$ cat src/rtl/multi_input_gate_pipe.sv
// multi_input_gate_pipe: two-stage valid/ready pipeline computing a selectable N-input gate with popcount and a saturating delivery counter
module multi_input_gate_pipe #(
  parameter int N_IN = 3,
  parameter int CNT_W = 16,
  localparam int PW = $clog2(N_IN + 1)
) (
  input  logic             i_clk,
  input  logic             i_rst,
  input  logic [N_IN-1:0]  i_data,
  input  logic [2:0]       i_code,
  input  logic [PW-1:0]    i_thresh,
  input  logic             i_valid,
  output logic             o_ready,
  output logic             o_f,
  output logic [PW-1:0]    o_pop,
  output logic             o_valid,
  input  logic             i_ready,
  output logic [CNT_W-1:0] o_count
);
  logic            s1_valid;
  logic [N_IN-1:0] s1_data;
  logic [2:0]      s1_code;
  logic [PW-1:0]   s1_thresh;
  logic [PW-1:0]   pop;
  logic            f;
  logic            out_xfer;
  logic            s2_load;
  assign out_xfer = o_valid && i_ready;
  assign s2_load  = s1_valid && (!o_valid || i_ready);
  assign o_ready  = !s1_valid || s2_load;
  always_comb begin
    pop = '0;
    for (int k = 0; k < N_IN; k++) pop = pop + PW'(s1_data[k]);
    f = s1_code == 3'd0 ? &s1_data :
        s1_code == 3'd1 ? |s1_data :
        s1_code == 3'd2 ? ^s1_data :
        s1_code == 3'd3 ? ~&s1_data :
        s1_code == 3'd4 ? ~|s1_data :
        s1_code == 3'd5 ? ~^s1_data :
        s1_code == 3'd6 ? pop > PW'(N_IN / 2) :
                          pop >= s1_thresh;
  end
  always_ff @(posedge i_clk) begin
    if (i_rst) begin
      s1_valid  <= 1'b0;
      s1_data   <= '0;
      s1_code   <= '0;
      s1_thresh <= '0;
    end else if (o_ready) begin
      s1_valid <= i_valid;
      if (i_valid) begin
        s1_data   <= i_data;
        s1_code   <= i_code;
        s1_thresh <= i_thresh;
      end
    end
  end
  always_ff @(posedge i_clk) begin
    if (i_rst) begin
      o_valid <= 1'b0;
      o_f     <= 1'b0;
      o_pop   <= '0;
    end else if (s2_load) begin
      o_valid <= 1'b1;
      o_f     <= f;
      o_pop   <= pop;
    end else if (out_xfer) begin
      o_valid <= 1'b0;
    end
  end
  always_ff @(posedge i_clk) begin
    if (i_rst) o_count <= '0;
    else if (out_xfer && o_count != {CNT_W{1'b1}}) o_count <= o_count + 1'b1;
  end
endmodule

$ cat config.mk
export PLATFORM = sky130hd
export DESIGN_NAME = multi_input_gate_pipe
export DESIGN_NICKNAME = d
export VERILOG_FILES = /design/src/rtl/multi_input_gate_pipe.sv
export SDC_FILE = /design/constraint.sdc
export NUM_CORES = 1
export LEC_CHECK = 0
export ABC_CLOCK_PERIOD_IN_PS = 2400
export CAP_MARGIN = 20
export CORE_MARGIN = 1
export CORE_UTILIZATION = 49
export CTS_CLUSTER_SIZE = 20
export DETAILED_ROUTE_END_ITERATION = 12
export HOLD_SLACK_MARGIN = 0.06
export PLACE_DENSITY = 0.89
export SETUP_SLACK_MARGIN = 0.05
export SLEW_MARGIN = 5
export SYNTH_ARGS = -nofsm -noshare
export SYNTH_HDL_FRONTEND = slang
export SYNTH_SLANG_ARGS = --single-unit
$ cat constraint.sdc
create_clock -name i_clk -period 2.4 [get_ports i_clk]
set_input_delay 0.48 -clock i_clk [delete_from_list [all_inputs] [get_ports i_clk]]
set_output_delay 0.48 -clock i_clk [all_outputs]
set_load 0.01 [all_outputs]
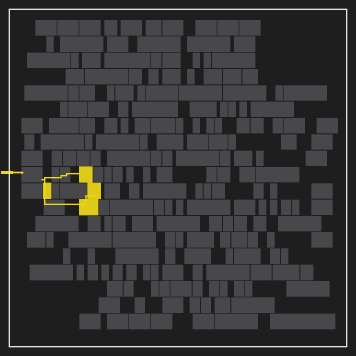
Fig. 1. Wires at chosen ports, followed through buffers (run 1).
Scale: 6 px per um.
[yellow] i_ready | bits: 1 | direction: input | edge: left | end cells: 4 | wire: 23.4 um

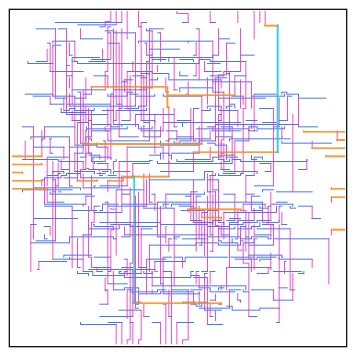
Fig. 2. Signal wires by layer (run 1).
Scale: 6 px per um.
[blue] M1 | wire length: 1400 um
[orange] M3 | wire length: 148 um
[cyan] M4 | wire length: 42.2 um
[magenta] M2 | wire length: 1370 um

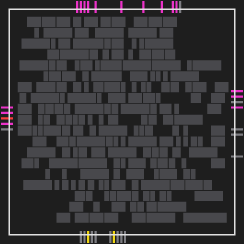
Fig. 3. I/O pins on the die edge (run 1).
Scale: 4 px per um. Pins as bars across the die edge, other pins in grey.
[yellow] i_thresh | pins: 2 | direction: input | edge: bottom
[magenta] o_count | pins: 16 | direction: output | edge: 10 top, 3 left, 3 right
[red] i_ready | pins: 1 | direction: input | edge: left
I/O Buffers: 32
Die X: 56 um
Die Height: 56 um

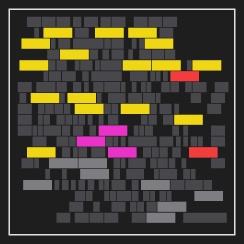
Fig. 4. Register map, names as in the netlist (run 1).
Scale: 4 px per um.
[magenta] s1_data | sequential cells: 3
[yellow] o_count | sequential cells: 16
[red] o_pop | sequential cells: 2

==> reports/results.tsv, run 1 <==
stage	metric	value	unit
floorplan	core	2760	um^2
pwr	irDropWorstVdd	0.804	mV
yosys	ys_seq_share	40.6	%
clock_tree	htree_levels	2	
critical_path	crit_end	o_ready	
critical_path	ff2ff_setup_slack	0.34	ns
timing	fin_crit_sh	92.5	%
clock_tree	root_buffer	clkbuf_4	
floorplan	fp-utilization	51.8	%
timing	relSlewSlack	64.9	%
run_status	status	completed	
clock_tree	cts_buffers	5	
clock_tree	cts_tree	done	
detailed_routing	route.met3.wl	148	um
pwr	powerDensity	539	nW/um^2
min_path	holdPathEnd	o_pop[0]$_SDFFE_PP0P_	
pwr	p_leak	0.665	nW
yosys	synth_flops	29	
yosys	syn_avg_cell_area	8.41	um^2
yosys	ys_sh_adder	5.78	%
yosys	aoi_share	9.28	%
place	placed_area	1790	um^2
critical_path	r2r_cells	8	
timing	rsz0062_at_grt	false	
global_routing	grtUsageTotal	20.8	%
finish	area_delta_synth_final	31.5	%
finish	drive_gt1_share	9.62	%
detailed_routing	wire_per_inst	12.4	um
min_path	hold_depth	2	
detailed_routing	met2WireLength	1370	um
timing	setup_viol	0	
timing	finalHoldViolations	0	
timing	maxSlewViolCount	0	
critical_path	crit_fanout	5	
finish	insertedDiodeCount	0	
critical_path	cpMostUsedCell	clkdlybuf4s50_1	
clock_tree	cts.clk_slew.worst_paths	0.08	ns
clock_tree	cts.sinks	29	
pwr	fin_total_pwr	0.00101	W
finish	fin_nets	225	
critical_path	crit_buf_inv	2	
yosys	synthMuxAreaShare	1.40	%
global_routing	grt_overflow_total	0	
critical_path	crit_chain	clkdlybuf4s50_1, nor2b_2, nand2_1, clkdlybuf4s50_1	
detailed_routing	postRouteAntennaNets	0	
critical_path	worst_path_largest_cell_delay	0.48	ns
timing	final.min_clock_period	2.22	ns
critical_path	worstSetupPathType	in -> out	
critical_path	end_kind	primary output	
min_path	min_from	o_pop[0]$_SDFFE_PP0P_	
## run 1: through the flow
| stage | util, % | std cells | setup slack (ns) |
|---|---|---|---|
| after global routing | 68.1 | 239 | 0.0823 |
| after floorplan | - | 170 | 0.545 |
| after global placement | 65.0 | 231 | 0.122 |
| final | 68.1 | 239 | 0.179 |
| after CTS | 68.1 | 239 | 0.103 |
| after detailed placement | 65.0 | 231 | 0.101 |
## run 1: where the power goes
part           switching (W)  internal, W
Clock               0.000168     0.000249
Sequential         0.0000129     0.000494
Combinational      0.0000426    0.0000481
## run 1: timing repair
action / 4_1_cts / 5_1_grt
setup buffers: 0 / 0
hold buffers: 0 / 0
endpoints found under the setup margin: 0 / 1
resized: 0 / 1
## run 1: cell type report
cell class,count,area share [%]
Clock inverter,1,1.60
Inverter,5,0.999
Sequential cell,29,30.9
Clock buffer,7,2.93
Tap cell,31,2.06
Multi-Input combinational cell,131,43.3
Timing Repair Buffer,35,18.2
## run 1: state kept, by name, summed over array words and instances (netlist names)
signal / flops
o_f: 1
o_valid: 1
o_pop: 2
s1_valid: 1
s1_code: 3
s1_thresh: 2
o_count: 16
s1_data: 3
## run 1: cell usage after synthesis
library cell / instances
or3_2: 1
nand4_1: 4
and3_1: 2
or4_1: 1
nor4b_2: 1
nor3b_1: 1
nor4_1: 3
or2_0: 1
o211ai_1: 1
nor2b_1: 3
fa_1: 1
nand2_1: 21
xnor2_1: 8
a31o_1: 1
nand3_1: 12
nor3_2: 1
a21oi_1: 18
nor4_4: 1
clkbuf_1: 5
o21ai_1: 2
inv_1: 5
nand4_4: 1
or3_4: 1
nand2b_1: 3
o21ai_0: 2
nand3_2: 1
xor2_1: 2
ha_1: 5
nor4_2: 2
mux2i_1: 2
a31oi_1: 1
dfxtp_1: 29
nor2_1: 23
nor3_1: 4
or3_1: 1
Fig. 5: run 1, track usage over the die
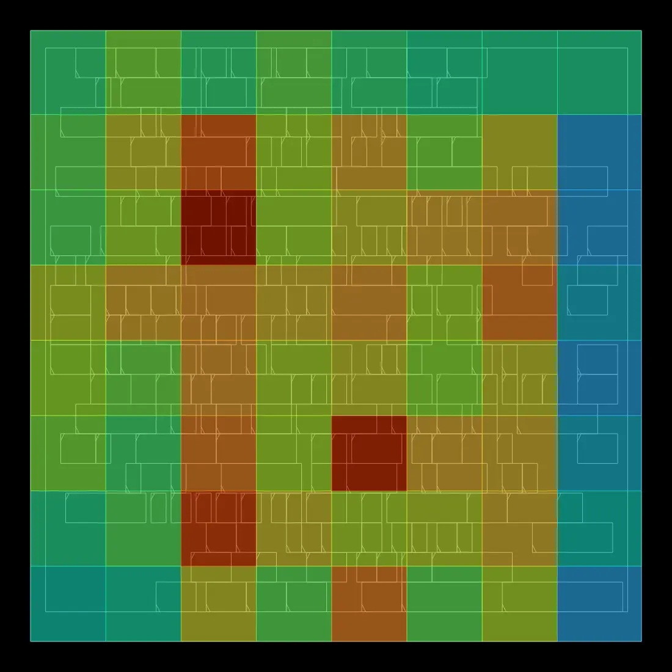

==> run 1 -> run 2 <==
--- a/config.mk
+++ b/config.mk
@@ -7,7 +7,7 @@
 export LEC_CHECK = 0
 export ABC_CLOCK_PERIOD_IN_PS = 2400
 export CAP_MARGIN = 20
-export CORE_MARGIN = 1
+export CORE_MARGIN = 2
 export CORE_UTILIZATION = 49
 export CTS_CLUSTER_SIZE = 20
 export DETAILED_ROUTE_END_ITERATION = 12
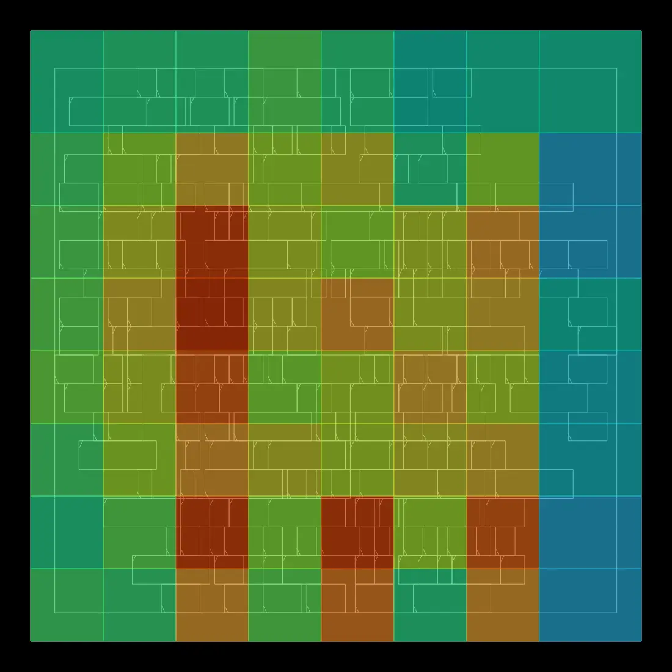
Fig. 6. Track usage over the die (run 2).
WL/cell: 12.4 um
met2 usage: 33.0%

==> run 2 against run 1 <==
Compared with the run above:
- via count grew 0.47%
- total power decreased by 13%
- non-clock buffer count decreased by 1
- design area down 2.2%
- setup slack improved by 0.0070 ns
- register-to-register slack improved by 0.03 ns
- die size is 7.3% higher
- sequential cell count unchanged
==> reports/results.tsv, run 2 <==
stage	metric	value	unit
place	io_buffers	32	
clock_tree	cts_tree	done	
finish	area_delta_synth_final	28.6	%
timing	worst_slack	0.186	ns
yosys	ys.flop_type	dfxtp_1	
pwr	p_seq	0.000506	W
critical_path	crit_chain	clkdlybuf4s50_1, nor2b_2, nand2_1, clkdlybuf4s50_1	
pwr	power_frac_comb	10.1	%
yosys	synth-edff-count	0	
critical_path	worstSetupPathType	in -> out	
yosys	synth_flops	29	
global_routing	grt_start_max_net_pins	31	
finish	drive_gt1_share	9.18	%
finish	insertedDiodeCount	0	
global_routing	grt_overflow_total	0	
pwr	fin_total_pwr	0.000878	W
timing	relSlewSlack	63.7	%
critical_path	cpMostUsedCell	clkdlybuf4s50_1	
detailed_routing	routed_wl	2940	um
critical_path	crit_buf_inv	2	
timing	final.min_clock_period	2.21	ns
floorplan	core	2760	um^2
yosys	async_reset_ff_share	0	%
finish	largest-register	o_count	
yosys	top_cells_by_count	dfxtp_1, nor2_1, nand2_1	
timing	maxSlewViolCount	0	
pwr	powerDensity	478	nW/um^2
place	post-place-ws	0.112	ns
run_status	status	completed	
finish	largest_register_ffs	16	
pwr	p_comb	0.0000890	W
pwr	net-switching-power	0.000226	W
timing	rsz0062_at_grt	false	
yosys	syn_avg_cell_area	8.41	um^2
critical_path	worst_path_largest_cell_delay	0.48	ns
pwr	seq_power_share	57.7	%
clock_tree	root_buffer	clkbuf_4	
clock_tree	cts.sinks	29	
pwr	irDropWorstVdd	0.379	mV
timing	setup_viol	0	
yosys	post-synth-top-count-cell	dfxtp_1	
pwr	intPower	0.000652	W
critical_path	crit_fanout	5	
finish	fin_nets	224	
pwr	p_sw_share	25.7	%
clock_tree	cts_buffers	5	
floorplan	fp-utilization	51.8	%
timing	fin_crit_sh	92.2	%
finish	reg_top3	o_count: 16 flops, s1_code: 3 flops, s1_data: 3 flops	
clock_tree	htree_levels	2	
global_routing	grtUsageTotal	19.7	%
critical_path	end_kind	primary output	
detailed_routing	postRouteAntennaNets	0	
clock_tree	cts.clk_slew.worst_paths	0.09	ns
yosys	ys_seq_share	40.6	%
timing	finalHoldViolations	0	
pwr	maxPowerGroup	registers	
clock_tree	postCtsHoldBufs	0	
pwr	p_leak	0.647	nW
pwr	pg_clk	0.000282	W
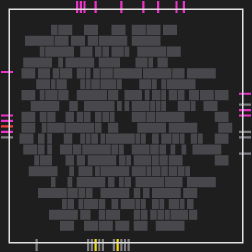
Fig. 7. I/O pins on the die edge (run 2).
Scale: 4 px per um. Pins as bars across the die edge, other pins in grey.
[magenta] o_count | pins: 16 | direction: output | edge: 9 top, 4 left, 3 right
[red] i_ready | pins: 1 | direction: input | edge: left
[yellow] i_thresh | pins: 2 | direction: input | edge: bottom
all pins by edge: 11 bottom, 9 top, 7 right, 6 left
Die Height: 58 um
Die X: 58 um

[run 2: cells by family after synthesis]
family / share of synthesized area (%)
buffers and inverters: 2.63
muxes: 1.40
DFF: 40.6
adders and majority gates: 5.78
and+or+nand+nor: 34.2
xor gates and xnor gates: 6.13
AOI/OAI and AO/OA: 9.28
[run 2: final cells by class]
class | count | area (um^2)
clock buffer | 6 | 41.3
clock inverter | 2 | 10.0
fill | 233 | 920
inverter | 5 | 18.8
multi-input combinational | 131 | 813
sequential | 29 | 581
tap | 31 | 38.8
timing repair buffer | 34 | 335
[run 2: path summary, 6_finish.rpt]
check / startpoint / endpoint / slack, ns / depth (start not counted)
worst max-delay path: i_ready / o_ready / 0.19 / 4
worst min-delay path: o_pop[0]$_SDFFE_PP0P_ / o_pop[0]$_SDFFE_PP0P_ / 0.46 / 2
worst max register to register: s1_data[0]$_SDFFE_PP0P_ / o_f$_SDFFE_PP0P_ / 0.37 / 8
worst min register to register: o_pop[0]$_SDFFE_PP0P_ / o_pop[0]$_SDFFE_PP0P_ / 0.46 / 2
[run 2: timing repair]
item                       4_1_cts  5_1_grt
setup endpoints to repair        0        1
setup buffers                    0        0
gates resized                    0        1
[run 2: layer usage]
layer	vias to the layer above	track usage (%)	routed length, um	share of wire (%)
li1	663	-	-	-
met1	595	23.2	1400	48
met2	27	33.0	1350	46
met3	9	4.69	114	3.9
met4	0	11.0	72	2.4
met5	-	0	0	0
[run 2: metrics by stage]
stage / area (um^2) / utilization (%) / instances
floorplan: 1430 / - / 170
global placement: 1780 / 64.7 / 230
detailed placement: 1780 / 64.7 / 230
CTS: 1840 / 66.6 / 238
global route: 1840 / 66.7 / 238
finish: 1840 / 66.7 / 238
Fig. 8: run 2, signal wires by layer
Scale: 6 px per um.
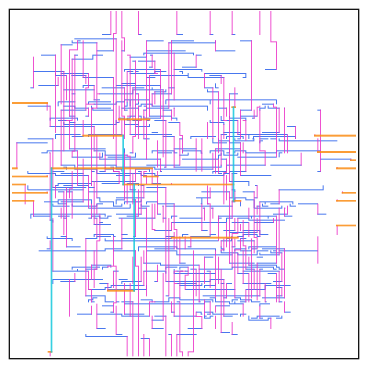

==> run 2 -> run 3 <==
--- a/config.mk
+++ b/config.mk
@@ -12,7 +12,7 @@
 export CTS_CLUSTER_SIZE = 20
 export DETAILED_ROUTE_END_ITERATION = 12
 export HOLD_SLACK_MARGIN = 0.06
-export PLACE_DENSITY = 0.89
+export PLACE_DENSITY = 0.81
 export SETUP_SLACK_MARGIN = 0.05
 export SLEW_MARGIN = 5
 export SYNTH_ARGS = -nofsm -noshare
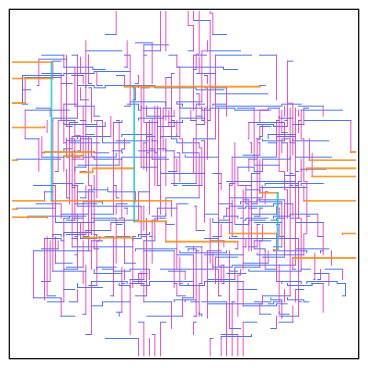
Fig. 9. Signal wires by layer (run 3).
Scale: 6 px per um.
[blue] M1 | wire length: 1240 um
[orange] M3 | wire length: 178 um
[magenta] M2 | wire length: 1600 um
[cyan] M4 | wire length: 55.1 um
total number of vias: 1308
WL final: 3070 um

==> run 3 against run 2 <==
Compared with the run above:
- sequential share of layout area decreased by 0.19 points
- first-iteration DRC count increased by 43%
- sequential cell count stayed put
- critical path depth unchanged
- design area increased by 0.61%
- fmax grew 0.78%
- core utilization up 0.41 points
- clock power grew 4%
- critical endpoint unchanged
- largest cell class unchanged
- largest power group unchanged
==> reports/results.tsv, run 3 <==
stage	metric	value	unit
yosys	largest_area_cell	dfxtp_1	
yosys	ys_sh_adder	5.78	%
timing	rsz0062_at_grt	false	
critical_path	crit_buf_inv	2	
clock_tree	htree_levels	2	
pwr	net-switching-power	0.000211	W
clock_tree	cts_tree	done	
timing	worstMarginPinSlew	0.515	ns
global_routing	grt_start_max_net_pins	16	
global_routing	grt_use_met1	21.9	%
pwr	irDropWorstVdd	0.490	mV
place	place_inst	231	
detailed_routing	wire_per_inst	12.9	um
finish	insertedDiodeCount	0	
critical_path	crit_chain	clkdlybuf4s50_1, nor2b_2, nand2_1, clkdlybuf4s50_1	
pwr	intPower	0.000680	W
pwr	seq_power_share	56.8	%
finish	drive_gt1_share	9.18	%
yosys	synth_flops	29	
finish	seq_area	581	um^2
finish	logic_area	813	um^2
critical_path	crit_required	1.92	ns
yosys	synthSimpleGateAreaFrac	34.2	%
finish	fillCellCount	232	
pwr	clock_power_share	33.1	%
timing	fin_crit_sh	91.5	%
pwr	fin_total_pwr	0.000891	W
clock_tree	root_buffer	clkbuf_4	
finish	largest-register	o_count	
run_status	status	completed	
yosys	top_cells_by_count	dfxtp_1, nor2_1, nand2_1	
finish	largest_register_ffs	16	
finish	final_cells	238	
yosys	synthMuxAreaShare	1.40	%
clock_tree	cts_buffers	5	
critical_path	crit_fanout	5	
yosys	async_reset_ff_share	0	%
place	io_buffers	32	
yosys	synthXorXnorAreaFrac	6.13	%
floorplan	die_x	58	um
timing	relSlewSlack	65.4	%
global_routing	grtUsageTotal	21.0	%
finish	stdcell_area	1850	um^2
clock_tree	cts_setup_buffers	0	
yosys	syn_avg_cell_area	8.41	um^2
pwr	power_frac_comb	10.1	%
critical_path	worstSetupPathType	in -> out	
floorplan	die.size.y	58	um
finish	fin_nets	225	
yosys	synth-edff-count	0	
detailed_routing	route.met3.wl	178	um
clock_tree	cts.sinks	29	
detailed_routing	postRouteAntennaNets	0	
place	placed_area	1790	um^2
global_routing	grt_overflow_total	0	
yosys	ys.flop_type	dfxtp_1	
timing	setup_viol	0	
pwr	p_leak	0.651	nW
critical_path	worst_path_largest_cell_delay	0.48	ns
global_routing	grt_util_met3	8.71	%
clock_tree	cts.clk_slew.worst_paths	0.09	ns
yosys	syn_area	1430	um^2
yosys	ys_seq_share	40.6	%
finish	reg_top3	o_count: 16 flops, s1_code: 3 flops, s1_data: 3 flops	
timing	maxSlewViolCount	0	
critical_path	startpoint_type	input port	
floorplan	fp-utilization	51.8	%
timing	final.min_clock_period	2.20	ns
yosys	post-synth-top-count-cell	dfxtp_1	
pwr	powerDensity	482	nW/um^2
critical_path	cpMostUsedCell	clkdlybuf4s50_1	
pwr	p_sw_share	23.7	%
yosys	logic_family	simple AND/OR/NAND/NOR gates	
yosys	aoi_share	9.28	%
detailed_routing	met2WireLength	1600	um
critical_path	end_kind	primary output	
timing	finalHoldViolations	0	
detailed_routing	top_layer_used	met4	
finish	area_delta_synth_final	29.4	%
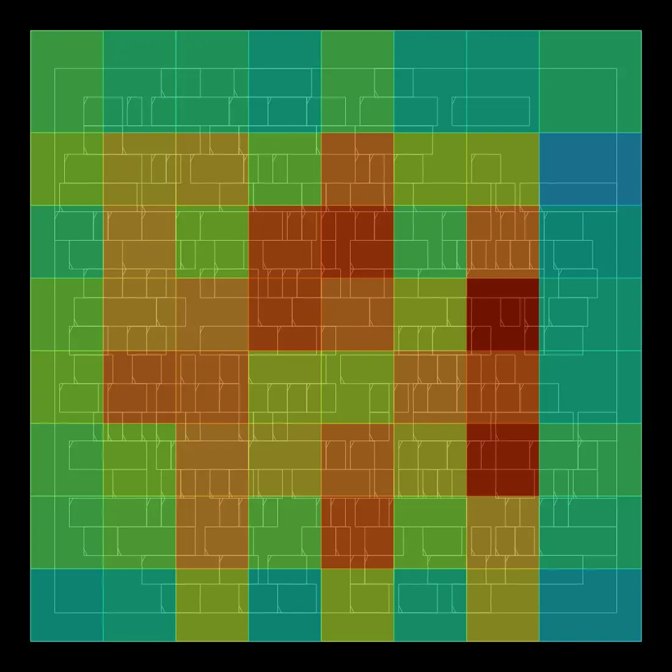
Fig. 10. Track usage over the die (run 3).
GR peak layer: met2
met2 usage: 36.0%

[run 3: power groups by stage]
stage | combinational [W] | clock [W] | sequential [W]
3_3_place_gp | 0.0000883 | 0 | 0.000517
2_1_floorplan | 0.0000482 | 0 | 0.000517
4_1_cts | 0.0000910 | 0.000304 | 0.000506
3_5_place_dp | 0.0000904 | 0 | 0.000518
5_1_grt | 0.000103 | 0.000324 | 0.000508
6_report | 0.0000902 | 0.000294 | 0.000506
[run 3: through the flow]
step / setup slack, ns / util (%)
after floorplan: 0.545 / -
after detailed placement: 0.117 / 65.0
final: 0.204 / 67.1
after CTS: 0.119 / 67.0
after global placement: 0.160 / 65.0
after global routing: 0.126 / 67.1
[run 3: area by class of cell]
type / count / area share [%]
sequential: 29 / 31.4
tap: 31 / 2.10
multi-input combinational: 131 / 44.0
clock buffer: 7 / 2.98
inverter: 5 / 1.01
timing repair buffer: 35 / 18.5
[run 3: kinds of logic after synthesis]
| group | count (synthesis) |
|---|---|
| AOI/OAI and AO/OA | 25 |
| xor gates and xnor gates | 10 |
| adders and majority gates | 6 |
| buffers and inverters | 10 |
| DFF | 29 |
| muxes | 2 |
| and+or+nand+nor | 88 |
[run 3: final timing paths]
kind / from / slack [ns] / endpoint / cells after the start
worst max-delay path: i_ready / 0.20 / o_ready / 4
worst min-delay path: s1_thresh[1]$_SDFFE_PP0P_ / 0.46 / s1_thresh[1]$_SDFFE_PP0P_ / 2
worst max register to register: s1_data[0]$_SDFFE_PP0P_ / 0.41 / o_f$_SDFFE_PP0P_ / 8
worst min register to register: s1_thresh[1]$_SDFFE_PP0P_ / 0.46 / s1_thresh[1]$_SDFFE_PP0P_ / 2
[run 3: what timing repair did]
item	in CTS	in global routing
hold buffers	0	0
resized	0	1
setup endpoints to repair	0	1
Power figures rest on the tool's default switching activity, not on a simulated workload.
